Fig. 1: the metal 3 layer
Scale bar: 20 microns.
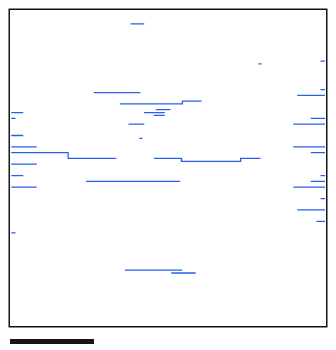
Fig. 2: cell placement
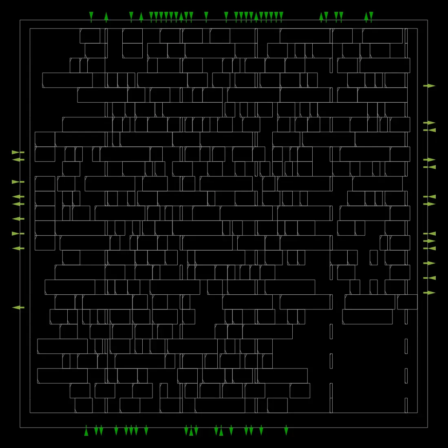
Fig. 3: zoomed window
Window x 18 to 58, y 3 to 43 microns. Cells in grey, sequential cells in the stronger grey; small squares are vias.
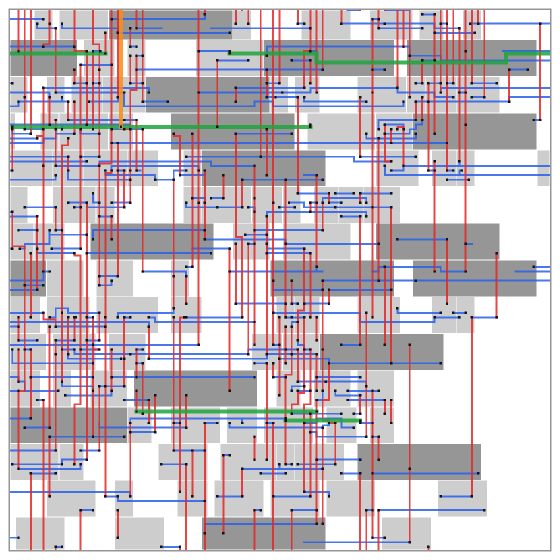
Design xor_stream_descrambler_flat, sky130hd; sources not shown.
==> impl_metrics.tcl <==
# place-and-route summary
set metrics [dict create \
    post-route-period-util 0.960 \
    clock-root-buffer "sky130_fd_sc_hd__clkbuf_8" \
    warnings 25 \
    power.share.sequential 0.444 \
    dp_hpwl_microns 3940 \
    total_power_uw 2010 \
    htreeDepth 2 \
    power.ir.vdd_worst_v 0.000375 \
    drt_pre_antenna_iters 4 \
    place_worst_setup_slack_ps -993 \
    yosys_warnings 0 \
    cts_num_sinks 49 \
    grt_max_degree 43 \
    worst_setup_path_start_kind "input port" \
    worst_r2r_setup_slack_ps 660 \
    combGateArea_sq_um 1020 \
    dpl_cell_area_sq_um 3090 \
    ys_area_sq_um 2330 \
    seqCellArea_sq_um 1240 \
    cellPowerDensity_nw_per_um2 623 \
    globalRouteTotalUtil 0.209 \
    floorplanUtilization 0.463 \
    rsz_0062_raised_after_global_routing "no" \
    comb_power_share 0.282 \
    register_bit_total_from_synthesis 49 \
    critPathMaxFanout 27 \
    post-route-min-period_ps 2590 \
    signal_buffers 73 \
    p_comb_uw 568 \
    dp_cells 367 \
    min_delay_path_depth 2 \
    path_class "input port to output port" \
    yosys.cell_types.count 34 \
    path_clk_slew_ps 90 \
    top_area_frac 0.440 \
    gpl.final_weighted_congestion 0.808 \
    fin_worst_hold_slack_ps 335 \
    layout.area.top_class "sequential cells" \
    post_synth_main_area_contributors "sky130_fd_sc_hd__dfrtp_1 44%, sky130_fd_sc_hd__dfstp_2 9.0%, sky130_fd_sc_hd__xnor2_1 7.1%" \
    initial_antenna_violation_count 0 \
    tightestPinTransition_ps 905 \
    tritoncts "done" \
    most-common-layout-cells "68 x sky130_fd_sc_hd__clkdlybuf4s50_1, 41 x sky130_fd_sc_hd__dfrtp_1, 32 x sky130_fd_sc_hd__nand2_1, 26 x sky130_fd_sc_hd__o21ai_0, 19 x sky130_fd_sc_hd__xnor2_1" \
    synth_sequential_area_ratio 0.530 \
    num_rows 26 \
    p_leak_uw 0.00134 \
    post-route-util 0.641 \
    synth_async_sr_flop_share 1.00 \
    final.clkbuf_count 6 \
    final.signal_inverter_count 11 \
    detailroute.via_count 1989 \
    power.group.top "sequential cells" \
    clock_cell_area_share 0.0372 \
    floorplan.die.width_microns 75.0 \
    num_antenna_cells 0 \
    p_clk_uw 553 \
    holdBufCountCts 1 \
    ys_cells 238 \
    clock_latency_ps 300 \
    synth_dominant_cell_count "sky130_fd_sc_hd__dfrtp_1" \
    power.share.switching 0.329 \
    r2r_cells 4 \
    final_max_slew_viol_count 0 \
    post_synth_instance_area_sq_um 2330 \
    cp.arrival_ps 2040 \
    cts_buffer_depth 2 \
    final-setup-viol-count 0 \
    layout-drive-gt1-share 0.0879 \
    wire_per_inst_microns 14.8 \
    hold_path.class "register to register" \
    place.port_buffers 70 \
    first_pass_grt_wire_length_microns 8960 \
    common_cells "41 x sky130_fd_sc_hd__dfrtp_1, 33 x sky130_fd_sc_hd__nand2_1, 26 x sky130_fd_sc_hd__o21ai_0" \
    route.detailed.vias_per_inst 5.28 \
    nonclk_buf_share 0.226 \
    layout.comb_gates.multi_input 166 \
    required_ps 2140 \
    fin_setup_tns_ps 0 \
    cts_made_buffers 5 \
    max_cap_violations 0 \
    status "complete, no violations" \
    route.detailed.drc 0 \
    boundaryPins 71 \
    tapcell.inserted 70 \
    clock_power_share 0.275 \
    synthDominantAreaCellType "sky130_fd_sc_hd__dfrtp_1" \
    post-route-cell-area_sq_um 3230 \
    num-fill-cells 432 \
    fin_ws_ps 109 \
    syn2layout_area_growth_pct 38.6 \
    postCtsSetupBuffers 0 \
    postCtsResizedCells 2 \
    net_load_switching_power_uw 663 \
    design.final.nets 344 \
    timing.fmax_ghz 0.386 \
    finalHoldViolations 0 \
    syn_area_per_cell_sq_um 9.80 \
    combAreaFraction 0.314 \
    global_route.overflow_total 0 \
    first_global_vias 1927 \
    drtIter0Drc 86 \
    p_seq_uw 894 \
    count_of_flip_flops_with_a_built_in_enable_after_synthesis 0 \
    instances_no_fill 377 \
    ys.flop_type "sky130_fd_sc_hd__dfrtp_1" \
    worstSetupEndpointType "output port" \
    syn_inst 238 \
    maxSlewHeadroom 0.397 \
    die_area_sq_um 5630 \
    mostFrequentLayoutCell "sky130_fd_sc_hd__clkdlybuf4s50_1" \
    p_int_uw 1350 \
    postRouteAntennaNets 0 \
    floorplan.die.height_microns 75.0 \
]
About Fig. 1:
wire length on this layer: 216 microns
longest straight run: 22.1 microns
nets with wire on the layer: 31
main direction: horizontal
share of all routed wire: 3.9%
Global Route met3 Usage: 0.0428
detailed-route wire length: 5570 microns

About Fig. 2:
flip-flop and latch share of the layout cell area: 0.382
flip-flop and latch count: 49
placeable core area: 5040 sq um

About Fig. 3:
legend:
  met3:
    colour: green
  met4:
    colour: orange
  met1:
    colour: blue
  met2:
    colour: red
most frequent: clkdlybuf4s50_1 (16), dfrtp_1 (15), nand2_1 (9)
cells with their middle in the window: 108
sequential cells in the window: 17

[kinds of logic (layout without fill, tap and decap cells)]
kind of cell               count (synthesis)  in the layout  synth area share
DFF                                       49             49             0.530
AOI/OAI and AO/OA                         62             62             0.153
adders and majority gates                  1              1           0.00536
muxes                                      5              5            0.0220
buffers and inverters                     23             92            0.0381
and+or+nand+nor                           74             74             0.162
xor gates and xnor gates                  24             24            0.0901
[routing by layer]
layer,track usage,vias up,share of wire
li1,-,971,-
met1,0.270,967,0.44
met2,0.359,43,0.51
met3,0.0428,8,0.039
met4,0.0525,0,0.013
met5,0,-,0
[worst max-delay path, stage by stage]
cell and delay (ps):
sky130_fd_sc_hd__dlygate4sd2_1 790, sky130_fd_sc_hd__nor2_1 100, sky130_fd_sc_hd__clkdlybuf4s50_1 730
